`src/rtl/dso_acq_ctrl.sv`:
```
// dso_acq_ctrl: acquisition/readout sequencer for the DSO capture path.
// It gates capture, waits for a trigger (or an auto-mode timeout), then streams
// the NPTS-sample wave RAM into the display line buffer. After the last write
// lands, it pulses ram_rd_over so the store can re-arm.
// Optional build macro: DSO_FRAME_CNT_EN adds a saturating frame_cnt output.
module dso_acq_ctrl #(
  parameter int          NPTS     = 300,
  parameter int          RD_LAT   = 1,
  parameter logic [23:0] AUTO_TMO = 24'd5_000_000
) (
  input  logic        clk,
  input  logic        rstn,
  input  logic [1:0]  trig_mode,
  input  logic        run_key,
  input  logic        single_key,
  input  logic        vsync,
  input  logic        wave_ready,
  input  logic [7:0]  wave_rd_data,
  output logic        wave_run,
  output logic        ram_rd_en,
  output logic [9:0]  wave_rd_addr,
  output logic        ram_rd_over,
  output logic        pix_we,
  output logic [8:0]  pix_addr,
  output logic [7:0]  pix_data,
  output logic        forced,
`ifdef DSO_FRAME_CNT_EN
  output logic [15:0] frame_cnt,
`endif
  output logic [2:0]  acq_state
);

  typedef enum logic [2:0] {
    ST_STOP  = 3'd0,
    ST_ARM   = 3'd1,
    ST_WAIT  = 3'd2,
    ST_READ  = 3'd3,
    ST_FLUSH = 3'd4,
    ST_HOLD  = 3'd5
  } state_t;

  state_t              r_state, w_nxt;
  logic                r_run;       // continuous-run flag; cleared by a stop request
  logic                r_single;    // one-shot armed from single_key
  logic [1:0]          r_mode;      // trig_mode captured at ARM
  logic [23:0]         r_tmo;
  logic [9:0]          r_addr;
  logic                r_forced;
  logic [RD_LAT:1]     r_vld_pipe;  // read-enable delayed to match RAM latency
  logic [RD_LAT:1][8:0] r_addr_pipe;

  logic w_rd_en, w_last, w_tmo_hit, w_flush_done, w_to_stop;

  assign w_rd_en      = (r_state == ST_READ);
  assign w_last       = (r_addr == 10'(NPTS - 1));
  // Timeout looks at the live mode; a single-shot always waits for a real trigger.
  assign w_tmo_hit    = (trig_mode == 2'd0) && !r_single && (r_tmo >= AUTO_TMO - 24'd1);
  // Done once no pipelined write is still in flight.
  assign w_flush_done = (r_state == ST_FLUSH) && !(|r_vld_pipe);
  assign w_to_stop    = !r_run || r_single || (r_mode == 2'd2) || run_key;

  // Next-state decode
  always_comb begin
    w_nxt = r_state;
    case (r_state)
      ST_STOP:  if (single_key || run_key) w_nxt = ST_ARM;
      ST_ARM:   w_nxt = run_key ? ST_STOP : ST_WAIT;
      ST_WAIT:  if (run_key) w_nxt = ST_STOP;
                else if (wave_ready || w_tmo_hit) w_nxt = ST_READ;
      ST_READ:  if (w_last) w_nxt = ST_FLUSH;
      ST_FLUSH: if (w_flush_done) w_nxt = w_to_stop ? ST_STOP : ST_HOLD;
      ST_HOLD:  if (run_key) w_nxt = ST_STOP;
                else if (vsync) w_nxt = ST_ARM;
      default:  w_nxt = ST_STOP;
    endcase
  end

  // State register and sequencing flags/counters
  always_ff @(posedge clk or negedge rstn) begin
    if (!rstn) begin
      r_state  <= ST_STOP;
      r_run    <= 1'b0;
      r_single <= 1'b0;
      r_mode   <= 2'd0;
      r_tmo    <= 24'd0;
      r_addr   <= 10'd0;
      r_forced <= 1'b0;
    end else begin
      r_state <= w_nxt;
      case (r_state)
        ST_STOP: begin
          if (single_key)   r_single <= 1'b1;   // single wins over run
          else if (run_key) r_run    <= 1'b1;
        end
        ST_ARM: begin
          r_tmo  <= 24'd0;
          r_mode <= trig_mode;
        end
        ST_WAIT: begin
          if (r_tmo != 24'hFF_FFFF) r_tmo <= r_tmo + 24'd1;
          if (w_nxt == ST_READ) r_forced <= !wave_ready;
        end
        ST_READ: begin
          r_addr <= w_last ? 10'd0 : r_addr + 10'd1;
          if (run_key) r_run <= 1'b0;           // stop after this readout
        end
        ST_FLUSH: if (run_key) r_run <= 1'b0;
        default: ;
      endcase
      if (r_state != ST_STOP && w_nxt == ST_STOP) begin
        r_run    <= 1'b0;
        r_single <= 1'b0;
      end
    end
  end

  // Delay read enable/address by RD_LAT to align with RAM data
  always_ff @(posedge clk or negedge rstn) begin
    if (!rstn) begin
      r_vld_pipe  <= '0;
      r_addr_pipe <= '0;
    end else begin
      r_vld_pipe[1]  <= w_rd_en;
      r_addr_pipe[1] <= r_addr[8:0];
      for (int i = 2; i <= RD_LAT; i++) begin
        r_vld_pipe[i]  <= r_vld_pipe[i-1];
        r_addr_pipe[i] <= r_addr_pipe[i-1];
      end
    end
  end

`ifdef DSO_FRAME_CNT_EN
  logic [15:0] r_frame_cnt;
  // Saturating count of completed readouts; cleared when a single-shot is accepted
  always_ff @(posedge clk or negedge rstn) begin
    if (!rstn)                                    r_frame_cnt <= 16'd0;
    else if (r_state == ST_STOP && single_key)    r_frame_cnt <= 16'd0;
    else if (w_flush_done && r_frame_cnt != 16'hFFFF) r_frame_cnt <= r_frame_cnt + 16'd1;
  end
  assign frame_cnt = r_frame_cnt;
`endif

  assign wave_run     = (r_state == ST_ARM) || (r_state == ST_WAIT);
  assign ram_rd_en    = w_rd_en;
  assign wave_rd_addr = r_addr;
  assign ram_rd_over  = w_flush_done;
  assign pix_we       = r_vld_pipe[RD_LAT];
  assign pix_addr     = r_addr_pipe[RD_LAT];
  assign pix_data     = pix_we ? wave_rd_data : 8'h00;
  assign forced       = r_forced;
  assign acq_state    = r_state;

endmodule

```
`config.mk`:
```
export PLATFORM = sky130hd
export DESIGN_NAME = dso_acq_ctrl
export DESIGN_NICKNAME = d
export VERILOG_FILES = /design/src/rtl/dso_acq_ctrl.sv
export SDC_FILE = /design/constraint.sdc
export NUM_CORES = 1
export LEC_CHECK = 0
export CAP_MARGIN = 20
export CELL_PAD_IN_SITES_DETAIL_PLACEMENT = 1
export CELL_PAD_IN_SITES_GLOBAL_PLACEMENT = 1
export CORE_ASPECT_RATIO = 2
export CORE_MARGIN = 2
export CORE_UTILIZATION = 43
export DETAILED_ROUTE_END_ITERATION = 12
export GPL_TIMING_DRIVEN = 0
export PLACE_DENSITY_LB_ADDON = 0.1
export REMOVE_ABC_BUFFERS = 1
export SETUP_SLACK_MARGIN = 0.3
export SYNTH_ARGS = -nofsm -noshare
export SYNTH_HDL_FRONTEND = slang
export SYNTH_SLANG_ARGS = --single-unit
```
`constraint.sdc`:
```
create_clock -name clk -period 5.8 [get_ports clk]
set_clock_uncertainty 0.1 [all_clocks]
set_input_delay 0.87 -clock clk [delete_from_list [all_inputs] [get_ports clk]]
set_output_delay 0.87 -clock clk [all_outputs]
set_load 0.05 [all_outputs]
```
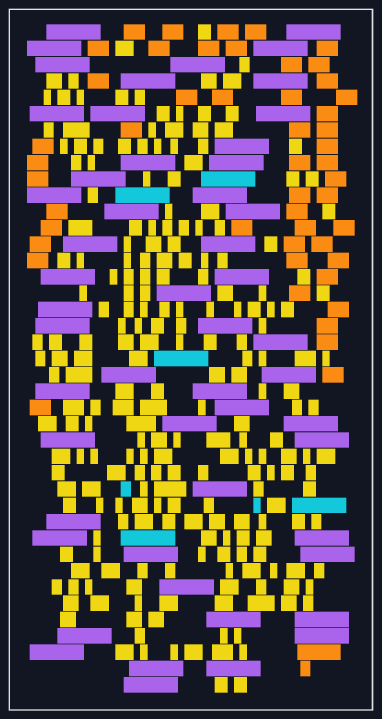
*Cells colored by class, run 1*
Drawn at 6 px/µm.
all other logic: drawn in yellow, cells 225, share of their area 41%. clock drivers and dummy loads: drawn in cyan, cells 7, share of their area 4.0%. flip-flops: drawn in purple, cells 52, share of their area 39%. other buffers and delay cells: drawn in orange, cells 51, share of their area 16%.
row cnt: 41
flop share of the area: 38.0%
Final Cell Area: 3420 µm²
area of the core: 6210 µm²

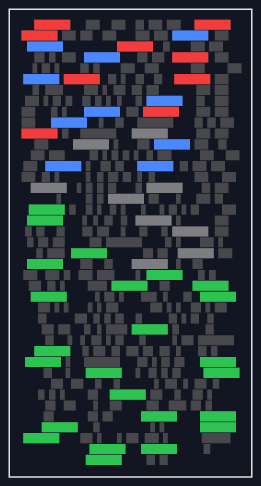
*Sequential cells colored by netlist name, run 1*
Drawn at 4 px/µm. Other sequential cells in the stronger gray, the rest of the logic in the fainter gray.
wave_rd_addr: drawn in blue, sequential cells 10. r_tmo: drawn in green, sequential cells 24. pix_addr: drawn in red, sequential cells 9.
Another 9 sequential cells are not colored.
Core Util, Final: 55.2%
Seq. cell area: 1300 µm²
sequential power: 0.511 mW

==> deck_impl_summary.md, run 1 <==
Key Metrics from the Run

Floorplanning
  • DIE WIDTH: 60.3 µm
  • Boundary Pins: 51
  • Die Ht: 117 µm
  • Full die area: 7030 µm²

Route
  • Post-route ant nets: 0
  • DRC violations left: 0
  • Initial DRC Count: 73
  • Routed WL per cell: 17.8 µm
  • Routed vias/inst: 5.82
  • DRT Pass-1 Iters: 4

Critical path
  • Setup crit end kind: primary output
  • Crit-path slowest cell: clkdlybuf4s50_1
  • Worst Path Max Fanout: 13
  • CP Buf/Inv Count: 2
  • Crit path max-delay family: buffers and inverters
  • Critical Path Stages: 4
  • Crit path cell chain: nor2b_1 > nand2_1 > clkinv_1 > clkdlybuf4s50_1
  • CP peak stage delay: 0.85 ns
  • Worst r2r src: r_tmo[0]$_DFFE_PN0P_
  • Crit path to: ram_rd_en
  • RR Endpoint: r_tmo[20]$_DFFE_PN0P_
  • Worst r2r path cells: 6
  • CP Launch Type: flop

Place
  • RD Place Congestion: 0.841
  • Port Buf Inserts: 50
  • HPWL Detailed: 5470 µm

Pwr
  • Clk pwr: 0.284 mW
  • Comb pwr share: 42.9%
  • Pwr/cell area: 406 nW/µm²
  • Clock share of power: 20.4%
  • Psw: 0.620 mW
  • Static leakage: 1.42 nW
  • Internal: 0.772 mW
  • Biggest consumer: combinational logic
  • Logic power comb: 0.597 mW

Synth
  • Cell Type Count: 51
  • Cell with the most instances after synthesis: dfrtp_1
  • Seq cells post-synth: 52
  • Post-synth mux share: 0.781%
  • Synth Seq Share: 47.8%
  • Async S/R FF share, synth: 100%
  • Simple-Gate Fraction of Synth Area: 25.0%
  • Yosys cell count: 289
  • Max-area cell share: 47.8%
  • Yosys aoi share: 17.7%
  • Xor/xnor share: 4.18%
  • Mean Syn Cell Area: 9.43 µm²
  • Top cells, area: dfrtp_1 48%, nand2_1 4.1%, nor2_1 3.2%
  • Yosys warnings: 0
  • Top_reg_cell synth: dfrtp_1
  • Yosys top cell by area: dfrtp_1

Clock network
  • Post-CTS setup buffers: 0
  • Clock Root Buffer: clkbuf_16
  • Late-Pin Clk Latency: 0.29 ns
  • Post-cts resize count: 0
  • Cts-stage hold buffer count: 0

Final layout
  • Ratio of cells with drive above 1 in the final layout: 5.07%
  • Final #Nets: 353
  • Most frequent cells in the layout: 52 x dfrtp_1, 49 x clkdlybuf4s50_1, 30 x nand2_1
  • Most frequent logic cell in the layout: dfrtp_1
  • Antenna cells: 0
  • Area growth syn-to-layout: 25.7%
  • Top reg by flops: r_tmo

GRT
  • Largest net degree at the start of global routing: 36
  • Antenna violations before repair: 0
  • Met1 Track Usage GR: 30.9%
  • First-pass GRT wire length: 12500 µm
  • Number of global-route vias before repair: 2525

Timing
  • FMAX: 0.278 GHz
  • Post-layout period usage: 61.9%
  • RSZ-0062 raised after global routing: false
  • Setup TNS: 0 ns
  • Final Critical Period: 3.59 ns
  • Pins over their slew limit: 0
  • # setup viols final: 0
  • Slew HR: 41.8%

Outcome
  • Status: finished clean

Flow run
  • Max-cap violations: 0
  • Tool warnings: 25

Hold path
  • Hold Path Depth: 0
  • HP Start: wave_rd_addr[5]$_DFFE_PN0P_
  • Worst Hold Class: reg2reg
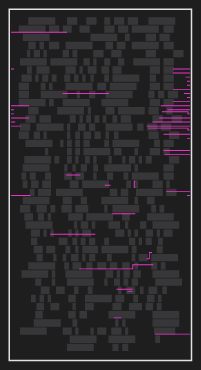
*M3 wires, run 1*
Drawn at 3 px/µm. Cells faint in the background.
The longest straight run is 18.4 µm. The wires run mostly horizontal. The layer carries 276 µm of wire. The layer holds 3.7% of the routed length. 40 nets have wire on it.
final wirelength: 7490 µm
M3 GR Usage: 3.54%
total number of vias: 2451

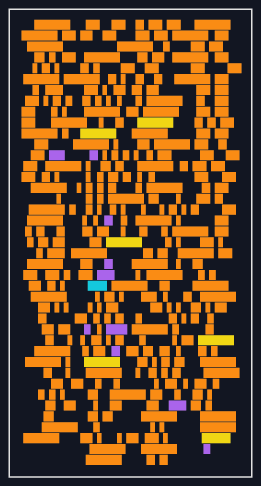
*Cells by drive strength, run 1*
Drawn at 4 px/µm.
drive 3 to 4: drawn in cyan, cells 1, most used or4b_4. drive 6 and up: drawn in yellow, cells 6, most used clkbuf_16. drive 1 or less: drawn in orange, cells 318, most used dfrtp_1. drive 2: drawn in purple, cells 10, most used or2_2.
bufs w/o clock: 51
setup slack after layout: 2.21 ns

## run 1: stage by stage
step / instances / area (µm²) / setup WS [ns] / util, % / hold slack (ns)
final: 421 / 3420 / 2.21 / 55.2 / 0.377
after global routing: 421 / 3420 / 2.03 / 55.2 / 0.407
after CTS: 421 / 3420 / 2.20 / 55.2 / 0.377
after detailed placement: 414 / 3290 / 2.56 / 53.0 / 0.363
after global placement: 413 / 3270 / 2.18 / 52.7 / 0.353
after floorplan: 277 / 2670 / 2.29 / - / 0.337
## run 1: layout make-up
cell class,instances,area (µm²)
clock inverters,1,5.00
repair buffers,51,515
clock buffers,6,129
flip-flops and latches,52,1300
inverters,11,41.3
fillers,725,2780
well taps,86,108
multi-input cells,214,1330
==> run 2, diff against run 1 <==
- CORE_UTILIZATION: 43 -> 36
- clock period: 5.8 -> 3.1 ns (I/O delays scaled with it)
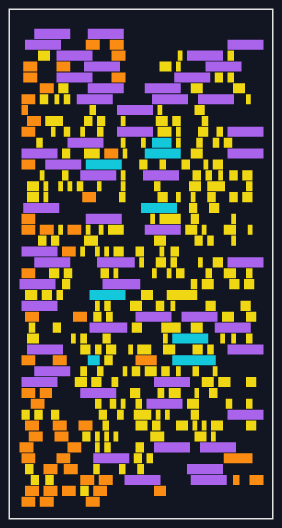
*Cells colored by class, run 2*
Drawn at 4 px/µm.
Core Util, Final: 47.9%
area of the core: 7320 µm²
flop share of the area: 37.2%
Final Cell Area: 3510 µm²
row cnt: 44

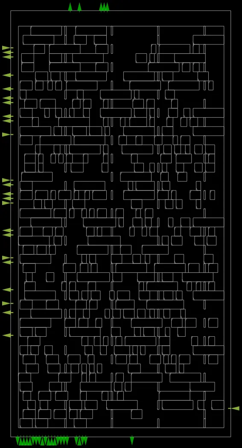
*Placement view, run 2*
Seq cells: 52
Taps Inserted: 92
# fillers: 844

==> run 2 against run 1 <==
  * Hold slack improved by 0.0054 ns
  * Critical path depth did not move
  * Register-to-register slack got worse by 2.7 ns
  * Wire length rose by 8.8%
  * Critical path type unchanged
  * Clock power rose by 130%
  * Core utilization fell by 7.3 points
  * Design area rose by 2.4%
  * Via count rose by 0.37%
  * Highest routed layer unchanged
  * Synthesized cell count did not move
  * Final cell count rose by 2.1%
  * Count of clock-buffer cells in the layout did not move
  * Synthesized area did not move
==> deck_impl_summary.md, run 2 <==
Key Metrics from the Run

Timing
  • Final Critical Period: 2.69 ns
  • Slew HR: 56.8% (+15 points)
  • Post-layout period usage: 86.8%
  • Setup TNS: 0 ns (unchanged)
  • # setup viols final: 0 (unchanged)
  • Worst hold slack: 0.383 ns (+0.00537 ns)
  • Pins over their slew limit: 0 (unchanged)
  • Setup slack after layout: 0.410 ns (-1.80 ns)
  • FMAX: 0.372 GHz
  • RSZ-0062 raised after global routing: false

Critical path
  • CP Buf/Inv Count: 2 (unchanged)
  • Worst Path Max Fanout: 17 (+4)
  • CP Launch Type: flop
  • Crit-path slowest cell: dlygate4sd2_1
  • Crit path cell chain: xnor2_1 > or2_2 > inv_1 > dlygate4sd2_1
  • Worst r2r path cells: 6 (unchanged)
  • CP peak stage delay: 0.55 ns (-0.30 ns)
  • Crit path max-delay family: buffers and inverters
  • Worst r2r src: r_tmo[0]$_DFFE_PN0P_
  • Setup crit end kind: primary output

Synth
  • Mapped Area: 2720 µm²
  • Async S/R FF share, synth: 100% (unchanged)
  • Yosys warnings: 0 (unchanged)
  • Yosys cell count: 289 (unchanged)
  • Seq cells post-synth: 52 (unchanged)
  • Mean Syn Cell Area: 9.43 µm² (unchanged)
  • Top_reg_cell synth: dfrtp_1
  • Yosys aoi share: 17.7% (unchanged)
  • Max-area cell share: 47.8% (unchanged)
  • Cell Type Count: 51 (unchanged)
  • Post-synth mux share: 0.781% (unchanged)
  • Yosys top cell by area: dfrtp_1
  • Simple-Gate Fraction of Synth Area: 25.0% (unchanged)
  • Top cells, area: dfrtp_1 48%, nand2_1 4.1%, nor2_1 3.2%
  • Synth Seq Share: 47.8% (unchanged)
  • Xor/xnor share: 4.18% (unchanged)

Clock network
  • CTS buffer count: 5
  • Cts-stage hold buffer count: 1 (+1)
  • Post-CTS setup buffers: 0 (unchanged)
  • Clock Root Buffer: clkbuf_16

Pwr
  • Clock share of power: 23.9% (+3.5 points)
  • Comb pwr share: 41.1% (-1.8 points)
  • Pwr/cell area: 788 nW/µm² (+94%)
  • Sequential power: 0.968 mW (+89%)
  • Biggest consumer: combinational logic
  • Logic power comb: 1.14 mW (+91%)
  • Static leakage: 1.45 nW (+2.5%)
  • Psw: 1.20 mW (+94%)
  • Clk pwr: 0.660 mW (+130%)
  • Internal: 1.56 mW (+100%)

Route
  • Routed vias/inst: 5.72 (-1.7%)
  • Routed WL per cell: 18.9 µm (+6.5%)
  • DRC violations left: 0 (unchanged)
  • Post-route ant nets: 0 (unchanged)
  • Initial DRC Count: 92 (+26%)
  • DRT Pass-1 Iters: 4 (unchanged)
  • Total number of vias: 2460 (+0.37%)
  • Final wirelength: 8140 µm (+8.8%)

GRT
  • Met1 Track Usage GR: 20.3% (-11 points)
  • Antenna violations before repair: 0 (unchanged)
  • Number of global-route vias before repair: 2719 (+7.7%)
  • M3 GR Usage: 4.05% (+0.51 points)
  • Overflow after GRT: 0
  • Largest net degree at the start of global routing: 39 (+8.3%)
  • First-pass GRT wire length: 13500 µm (+8.2%)

Place
  • Placed insts: 421 (+1.7%)
  • Pre-CTS WS: 0.152 ns (-2.41 ns)
  • HPWL Detailed: 6100 µm (+11%)
  • Dpl cell area: 3310 µm² (+0.68%)
  • RD Place Congestion: 0.764 (-9.2%)
  • Port Buf Inserts: 50 (unchanged)

Flow run
  • Tool warnings: 26 (+4.0%)
  • Max-cap violations: 0 (unchanged)

Floorplanning
  • Boundary Pins: 51 (unchanged)
  • Full die area: 8320 µm² (+18%)
  • Die Ht: 127 µm (+9.0%)
  • DIE WIDTH: 65.5 µm (+8.7%)

Hold path
  • Worst Hold Class: reg2reg
  • Hold Path Depth: 0 (unchanged)
  • HP Start: wave_rd_addr[5]$_DFFE_PN0P_

Final layout
  • Top reg by flops: r_tmo
  • Final #Nets: 355 (+0.57%)
  • Final cell count without fillers: 430 (+2.1%)
  • Most frequent logic cell in the layout: dfrtp_1
  • Antenna cells: 0 (unchanged)
  • Most frequent cells in the layout: 49 x dfrtp_1, 46 x clkdlybuf4s50_1, 30 x nand2_1
  • Area growth syn-to-layout: 28.7%
  • Ratio of cells with drive above 1 in the final layout: 7.10% (+2.0 points)

Outcome
  • Status: finished clean
## run 2: cell types whose count changed in the layout (fill, tap and decap cells not counted), moves of 2 or more
cell,change
dlygate4sd2_1,+2
dfrtp_1,-3
clkdlybuf4s50_1,-3
dfrtp_2,+3
## run 2: worst paths after layout
check	to	slack, ns
setup / recovery	wave_run	0.41
hold / removal	pix_addr[5]$_DFF_PN0_	0.38
setup reg to reg	r_tmo[4]$_DFFE_PN0P_	0.52
hold reg to reg	pix_addr[5]$_DFF_PN0_	0.38
max in group asynchronous	acq_state[1]$_DFF_PN0_	1.82
min in group asynchronous	r_tmo[7]$_DFFE_PN0P_	0.52
## run 2: area by class of cell
class,instances,area (µm²)
clock buffer,6,139
clock inverter,2,38.8
fill,844,3820
inverter,11,41.3
multi-input combinational,214,1330
sequential,52,1310
tap,92,115
timing repair buffer,53,533
==> run 3, diff against run 2 <==
- MAX_ROUTING_LAYER: unset -> met4
- SETUP_SLACK_MARGIN: 0.3 -> unset
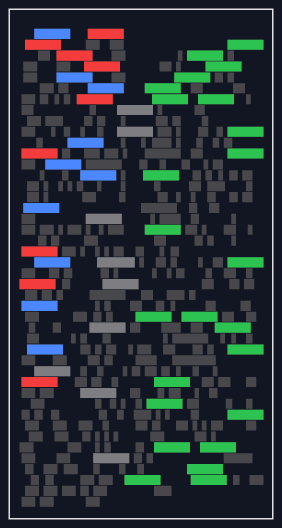
*Sequential cells colored by netlist name, run 3*
Drawn at 4 px/µm. Other sequential cells in the stronger gray, the rest of the logic in the fainter gray.
r_tmo: drawn in green, sequential cells 24. wave_rd_addr: drawn in blue, sequential cells 10. pix_addr: drawn in red, sequential cells 9.
sequential power: 0.967 mW
Seq. cell area: 1300 µm²

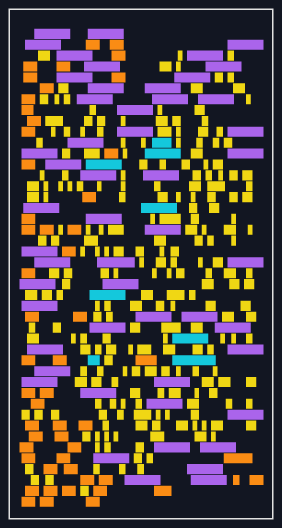
*Cells colored by class, run 3*
Drawn at 4 px/µm.
flip-flops: drawn in purple, cells 52, share of their area 38%. all other logic: drawn in yellow, cells 225, share of their area 40%. clock drivers and dummy loads: drawn in cyan, cells 8, share of their area 5.2%. other buffers and delay cells: drawn in orange, cells 53, share of their area 16%.
flop share of the area: 37.2%
Core Util, Final: 47.8%
Final Cell Area: 3500 µm²

==> run 3 against run 2 <==
  * Critical path depth did not move
  * Combinational power barely moved
  * Total power rose by 0.16%
==> deck_impl_summary.md, run 3 <==
Key Metrics from the Run

Outcome
  • Status: finished clean

Floorplanning
  • DIE WIDTH: 65.5 µm (unchanged)
  • Full die area: 8320 µm² (unchanged)
  • Taps Inserted: 92 (unchanged)

Clock network
  • Clock Root Buffer: clkbuf_16

Final layout
  • Largest class: combinational gates
  • Most frequent cells in the layout: 51 x dfrtp_1, 47 x clkdlybuf4s50_1, 30 x nand2_1
  • Bufs w/o clock: 53 (unchanged)
  • Final #Nets: 355 (unchanged)
  • Final cell count without fillers: 430 (unchanged)
  • Buffering overhead: 15.5% (+0.26 points)
  • Comb area share: 37.8% (-0.22 points)
  • Ratio of cells with drive above 1 in the final layout: 6.21% (-0.89 points)
  • Clk_buf instances: 6 (unchanged)
  • Number of logic gates: 214 (unchanged)
  • # fillers: 846 (+0.24%)

Timing
  • Post-layout period usage: 95.1% (+8.3 points)
  • Setup slack after layout: 0.152 ns (-0.258 ns)
  • Slew HR: 57.5% (+0.68 points)

Route
  • Routed WL per cell: 19.0 µm (+0.36%)
  • Routed vias/inst: 5.73 (+0.24%)
  • Final wirelength: 8170 µm (+0.36%)

Critical path
  • CP Buf/Inv Count: 2 (unchanged)
  • Worst r2r src: r_tmo[0]$_DFFE_PN0P_
  • Crit path max-delay family: buffers and inverters
  • Crit path cell chain: nor2b_1 > nand2_1 > clkinv_1 > dlygate4sd2_1
  • Worst r2r path cells: 6 (unchanged)
  • Worst Path Max Fanout: 13 (-4)
  • Setup crit end kind: primary output

Synth
  • Async S/R FF share, synth: 100% (unchanged)
  • Yosys warnings: 0 (unchanged)
  • Max-area cell share: 47.8% (unchanged)
  • Yosys top cell by area: dfrtp_1
  • Mean Syn Cell Area: 9.43 µm² (unchanged)
  • Mapped Area: 2720 µm² (unchanged)
  • Seq cells post-synth: 52 (unchanged)
  • Synth Seq Share: 47.8% (unchanged)

Pwr
  • Clk pwr: 0.661 mW (about the same)
  • Static leakage: 1.46 nW (+0.62%)

GRT
  • M3 GR Usage: 3.17% (-0.88 points)
  • Number of global-route vias before repair: 2717 (-0.074%)
  • Met1 Track Usage GR: 20.7% (+0.40 points)

Place
  • HPWL Detailed: 6100 µm (unchanged)

Hold path
  • Hold Path Depth: 0 (unchanged)
  • Hold path endpoint: pix_addr[5]$_DFF_PN0_
run 3: cell types whose count changed in the layout (fill, tap and decap cells not counted):
cell | before | now
nor4_2 | 1 | 2
nor4_4 | 1 | 0
dlymetal6s2s_1 | 0 | 1
clkbuf_2 | 1 | 0
dfrtp_1 | 49 | 51
dfrtp_2 | 3 | 1
dlygate4sd2_1 | 2 | 1
clkdlybuf4s50_1 | 46 | 47
run 3: cells by family after synthesis:
group	share of synthesized area [%]
xor gates and xnor gates	4.18
buffers and inverters	3.67
and+or+nand+nor	25.0
muxes	0.781
DFF	47.8
AOI/OAI and AO/OA	17.7
adders and majority gates	0.919
run 3: what timing repair did:
item | 4_1_cts | 5_1_grt
pin swaps | 0 | 0
setup endpoints to repair | 2 | 1
gates resized | 2 | 1
hold buffers | 1 | 0
hold endpoints to repair | 8 | 0
Power is estimated from default activity; no workload was simulated.
